==> src/rtl/adder_share_arb.sv <==
// adder_share_arb
//   Shares one 32-bit carry-select adder among NREQ requesters.
//   Requesters are arbitrated round-robin, and only the winner's operands
//   reach the adder. The sum, carry-out and winner ID are captured in one
//   registered result slot. A result is visible one cycle after the request
//   is accepted. A full slot that is drained in a cycle can be refilled in
//   that same cycle, so the block sustains one result per cycle.
//
//   Optional feature: define ADDER_ARB_LOCK_EN to add the req_lock input.
//   When the accepted requester has its lock bit set, the round-robin
//   pointer stays on that requester, so it wins again on the next cycle.
//   This supports back-to-back multi-word adds.
//
// Ports
//   clk        in   rising-edge clock
//   rst_n      in   asynchronous active-low reset
//   req_valid  in   [NREQ]      per-requester operation valid
//   req_a      in   [32*NREQ]   operand A, slice i = [32*i+31:32*i]
//   req_b      in   [32*NREQ]   operand B, same slicing
//   req_cin    in   [NREQ]      per-requester carry-in
//   req_lock   in   [NREQ]      (ADDER_ARB_LOCK_EN only) hold priority
//   req_ready  out  [NREQ]      one-hot accept
//   rsp_valid  out              result slot full
//   rsp_ready  in               consumer takes the result
//   rsp_sum    out  [32]        registered sum
//   rsp_cout   out              registered carry-out
//   rsp_id     out  [IDW]       requester that produced the result
//
// Result slot FSM
//   state      | meaning
//   SLOT_EMPTY | no result held, rsp_valid = 0
//   SLOT_FULL  | result held until rsp_ready, rsp_valid = 1

module carry_select #(
  parameter int W   = 32,
  parameter int BLK = 8
) (
  input  logic [W-1:0] a,
  input  logic [W-1:0] b,
  input  logic         cin,
  output logic [W-1:0] sum,
  output logic         cout
);

  localparam int NBLK = W / BLK;

  logic [NBLK:0] carry;

  assign carry[0] = cin;

  // Each block precomputes its result for both carry-in values. The
  // incoming carry then only drives a mux, which keeps the carry path short.
  for (genvar g = 0; g < NBLK; g++) begin : g_blk
    logic [BLK:0] sum0;
    logic [BLK:0] sum1;

    assign sum0 = {1'b0, a[g*BLK +: BLK]} + {1'b0, b[g*BLK +: BLK]};
    assign sum1 = sum0 + {{BLK{1'b0}}, 1'b1};

    assign sum[g*BLK +: BLK] = carry[g] ? sum1[BLK-1:0] : sum0[BLK-1:0];
    assign carry[g+1]        = carry[g] ? sum1[BLK]     : sum0[BLK];
  end

  assign cout = carry[NBLK];

endmodule

module adder_share_arb #(
  parameter int NREQ = 4,
  parameter int IDW  = 2
) (
  input  logic                 clk,
  input  logic                 rst_n,
  input  logic [NREQ-1:0]      req_valid,
  input  logic [32*NREQ-1:0]   req_a,
  input  logic [32*NREQ-1:0]   req_b,
  input  logic [NREQ-1:0]      req_cin,
`ifdef ADDER_ARB_LOCK_EN
  input  logic [NREQ-1:0]      req_lock,
`endif
  output logic [NREQ-1:0]      req_ready,
  output logic                 rsp_valid,
  input  logic                 rsp_ready,
  output logic [31:0]          rsp_sum,
  output logic                 rsp_cout,
  output logic [IDW-1:0]       rsp_id
);

  localparam logic [0:0] SLOT_EMPTY = 1'b0;
  localparam logic [0:0] SLOT_FULL  = 1'b1;

  logic [0:0]     slot_state;
  logic [IDW-1:0] rr_ptr;

  logic           accept_ok;
  logic           any_valid;
  logic [IDW-1:0] winner;
  logic           accept;
  logic [IDW-1:0] ptr_adv;
  logic [IDW-1:0] ptr_next;

  logic [31:0]    a_sel;
  logic [31:0]    b_sel;
  logic           cin_sel;
  logic [31:0]    sum_w;
  logic           cout_w;

  assign rsp_valid = (slot_state == SLOT_FULL);
  assign accept_ok = ~rsp_valid | rsp_ready;

  // Round-robin scan that starts at rr_ptr and wraps modulo NREQ. The
  // first valid requester found wins.
  always_comb begin
    any_valid = 1'b0;
    winner    = '0;
    for (int k = 0; k < NREQ; k++) begin
      int pos;
      pos = int'(rr_ptr) + k;
      if (pos >= NREQ) begin
        pos = pos - NREQ;
      end
      if (!any_valid && req_valid[IDW'(pos)]) begin
        any_valid = 1'b1;
        winner    = IDW'(pos);
      end
    end
  end

  // rst_n gates req_ready so that nothing is granted while in reset, even
  // though the empty slot would otherwise allow an accept.
  assign accept = any_valid & accept_ok & rst_n;

  always_comb begin
    req_ready = '0;
    for (int i = 0; i < NREQ; i++) begin
      req_ready[i] = accept & (winner == IDW'(i));
    end
  end

  always_comb begin
    a_sel   = '0;
    b_sel   = '0;
    cin_sel = 1'b0;
    for (int i = 0; i < NREQ; i++) begin
      if (winner == IDW'(i)) begin
        a_sel   = req_a[32*i +: 32];
        b_sel   = req_b[32*i +: 32];
        cin_sel = req_cin[i];
      end
    end
  end

  carry_select #(
    .W   (32),
    .BLK (8)
  ) u_adder (
    .a    (a_sel),
    .b    (b_sel),
    .cin  (cin_sel),
    .sum  (sum_w),
    .cout (cout_w)
  );

  assign ptr_adv = (winner == IDW'(NREQ-1)) ? '0 : winner + {{(IDW-1){1'b0}}, 1'b1};

`ifdef ADDER_ARB_LOCK_EN
  // A locked winner keeps priority for its next word.
  assign ptr_next = req_lock[winner] ? winner : ptr_adv;
`else
  assign ptr_next = ptr_adv;
`endif

  always_ff @(posedge clk or negedge rst_n) begin
    if (!rst_n) begin
      slot_state <= SLOT_EMPTY;
      rr_ptr     <= '0;
      rsp_sum    <= '0;
      rsp_cout   <= 1'b0;
      rsp_id     <= '0;
    end else begin
      if (accept) begin
        slot_state <= SLOT_FULL;
        rsp_sum    <= sum_w;
        rsp_cout   <= cout_w;
        rsp_id     <= winner;
        rr_ptr     <= ptr_next;
      end else if (slot_state == SLOT_FULL && rsp_ready) begin
        // When the slot drains with no refill, the data fields keep their
        // last values.
        slot_state <= SLOT_EMPTY;
      end
    end
  end

endmodule

==> config.mk <==
export PLATFORM = sky130hd
export DESIGN_NAME = adder_share_arb
export DESIGN_NICKNAME = d
export VERILOG_FILES = /design/src/rtl/adder_share_arb.sv
export SDC_FILE = /design/constraint.sdc
export NUM_CORES = 1
export LEC_CHECK = 0
export ABC_AREA = 1
export CAP_MARGIN = 10
export CORE_MARGIN = 2
export CORE_UTILIZATION = 41
export CTS_CLUSTER_DIAMETER = 30
export DETAILED_ROUTE_END_ITERATION = 10
export PLACE_DENSITY = 0.84
export SLEW_MARGIN = 20
export SYNTH_ARGS = -nofsm -noshare
export SYNTH_HDL_FRONTEND = slang
export SYNTH_SLANG_ARGS = --single-unit
==> constraint.sdc <==
create_clock -name clk -period 5.84 [get_ports clk]
set_input_delay 1.168 -clock clk [delete_from_list [all_inputs] [get_ports clk]]
set_output_delay 1.168 -clock clk [all_outputs]
set_load 0.05 [all_outputs]
**Clock routing**

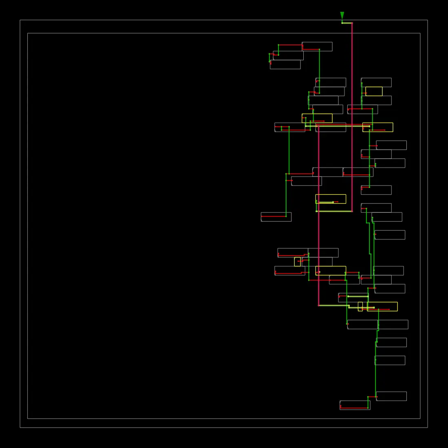
worst clock skew: 4.56 ps
clock buf count: 7
FFs & Latches: 38
Num CTS Buffers: 5

**Metal layers overlaid**

Only two layers are drawn.
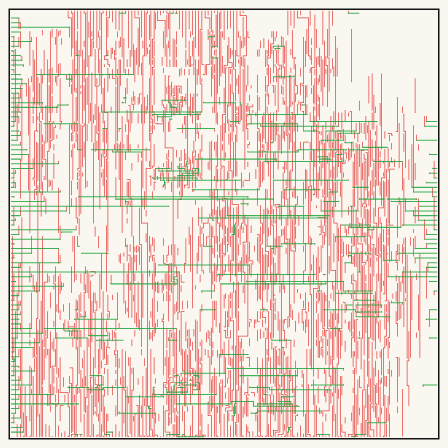
metal 2: drawn in red, wire length 12,700 um. metal 3: drawn in green, wire length 2,050 um.
vias: 8,232
Tot GR Track Use: 32.4%

==> metrics.csv <==
stage,metric,value,unit
placement,GP Congestion,0.966,
die,CORE AREA,0.0139,mm^2
cells_and_area,most frequent cells in the layout,"298 x clkdlybuf4s50_1, 274 x nand2_1, 96 x buf_4, 95 x nor2_1, 80 x inv_1",
sta,Sum Neg Setup Slack,0,ps
global_route,grt total ovfl,0,
clock_network,H-tree depth,2,
worst_setup_path,critical path type,input port to flop,
worst_setup_path,CP Max Fanout,7,
cells_and_area,Commonest Layout Cell,clkdlybuf4s50_1,
die,die height,124,um
cells_and_area,Util after Layout,73.2,%
sta,worst slew pin tran,563,ps
routing,drt first-iter violations,725,
worst_setup_path,most frequent CP cell,nand2_1,
sta,max-slew violations,0,
synthesis,ys cells,955,
sta,final hold slack,483,ps
routing,vias per inst,5.47,
placement,worst slack at placement,-310,ps
synthesis,Async SR Flop Fraction,100,%
synthesis,"Top FF cell, synth",dfrtp_1,
synthesis,synth cell count leaders,"276 x nand2_1, 101 x nor2_1, 85 x inv_1, 58 x o21ai_0, 54 x a21oi_1",
synthesis,Largest logic family,simple AND/OR/NAND/NOR gates,
sta,worst setup margin,221,ps
synthesis,mux share,0.511,%
placement,DP Wirelength,20.8,mm
global_route,number of global-route vias before repair,7605,
routing,DRT Wirelength,26.6,mm
worst_setup_path,CP arrival,5780,ps
sta,Fin. Hold Viols,0,
die,Rows,43,
routing,post-route DRC violation count,0,
synthesis,number of enable flip-flop cells,0,
synthesis,Floorplan Nets,1266,
synthesis,"count leader, synth",nand2_1,
clock_network,hold_buf cts,0,
synthesis,Adders+Majority by Area,9.89,%
flow_run,OpenROAD warnings,29,
sta,final setup fails,0,
synthesis,"Warnings, synthesis",0,
placement,dpl cell area,0.00973,mm^2
clock_network,clk buf depth,2,
worst_setup_path,CP endpoint kind,flop,
routing,routed len/inst,17.7,um
synthesis,"FF+latch count, synth",38,
cells_and_area,fin area,0.0102,mm^2
global_route,largest net degree at the start of global routing,47,
worst_setup_path,"Slowest-stage cell, CP",fa_1,
clock_network,CTS tree,done,
clock_network,TritonCTS Sinks,38,
sta,fmax,0.178,GHz
flow_run,max-cap violation count,0,
die,die area,0.0153,mm^2
clock_network,"CTS clk-pin slew, worst paths",60,ps
synthesis,Yosys cell types,44,
routing,first-pass detailed-route iteration total,6,
synthesis,Mean Syn Cell Area,6.15,um^2
synthesis,Yosys Chip Area,0.00587,mm^2
status,status,"finished, final reports clean",
synthesis,Mapped Area,0.00587,mm^2
synthesis,XOR/XNOR Area Share,4.75,%
synthesis,Synth Area in Compound Gates,24.6,%
global_route,first-pass GRT wire length,38.6,mm
sta,Max-slew headroom,62.3,%
clock_network,buffer count from post-CTS setup fixing,0,
clock_network,Latency at later pin,290,ps
cells_and_area,layout cell share with drive strength beyond 1,13.3,%
sta,fin crit share,96.2,%
placement,# port buffers,306,
sta,fin crit period,5620,ps
die,Die X,124,um
die,FP Util,42.1,%
**Metal 4**

Supply wires on this layer in grey.
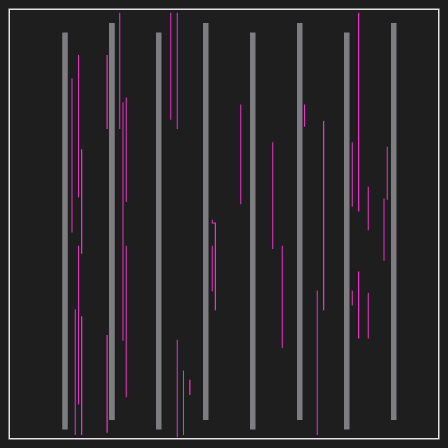
The layer holds 3.6% of the routed length. The layer carries 956 um of wire. The longest straight run is 68.7 um.

**Signal wires on met1**

Supply wires on this layer in grey.
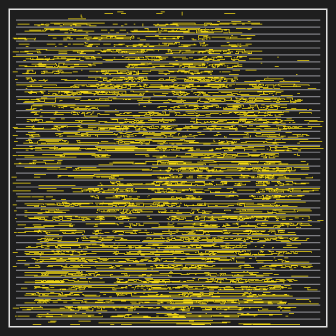
The layer holds 41% of the routed length. 1,473 nets have wire on it. The wires run mostly horizontal.

final cells by class:
type | count | area [um^2]
antenna | 1 | 2.50
multi-input combinational | 775 | 4500
sequential | 38 | 951
tap | 180 | 225
inverter | 91 | 344
timing repair buffer | 413 | 4030
fill | 1119 | 3730
clock inverter | 1 | 5.00
clock buffer | 7 | 143
path summary, 6_finish.rpt:
path | slack (ps) | from | cells past startpoint | end
min | 480 | rsp_sum[7]$_DFFE_PN0P_ | 2 | rsp_sum[7]$_DFFE_PN0P_
max in group asynchronous | 4560 | rst_n | 2 | rsp_cout$_DFFE_PN0P_
min in group asynchronous | 930 | rst_n | 2 | rsp_sum[3]$_DFFE_PN0P_
min reg2reg | 480 | rsp_sum[7]$_DFFE_PN0P_ | 2 | rsp_sum[7]$_DFFE_PN0P_
max reg2reg | 510 | rr_ptr[0]$_DFFE_PN0P_ | 32 | rsp_sum[17]$_DFFE_PN0P_
max | 220 | req_valid[3] | 31 | rsp_sum[17]$_DFFE_PN0P_
per-layer routing:
layer | track usage, % | up-vias | share of wire [%]
met3 | 4.85 | 68 | 7.7
met4 | 10.1 | 0 | 3.6
li1 | - | 3970 | -
met1 | 43.6 | 3774 | 41
met2 | 53.5 | 420 | 48
met5 | 0 | - | 0
registers in the layout (all words and copies together) (netlist names):
signal	cells
rsp_sum	32
rr_ptr	2
rsp_id	2
rsp_cout	1
rsp_valid	1
worst max-delay path: cells and delay by family:
family                     cells  cell delay [ps]
adders and majority gates      4             1090
and+or+nand+nor               16             1790
buffers and inverters          6              660
AOI/OAI and AO/OA              4              840
muxes                          1              230
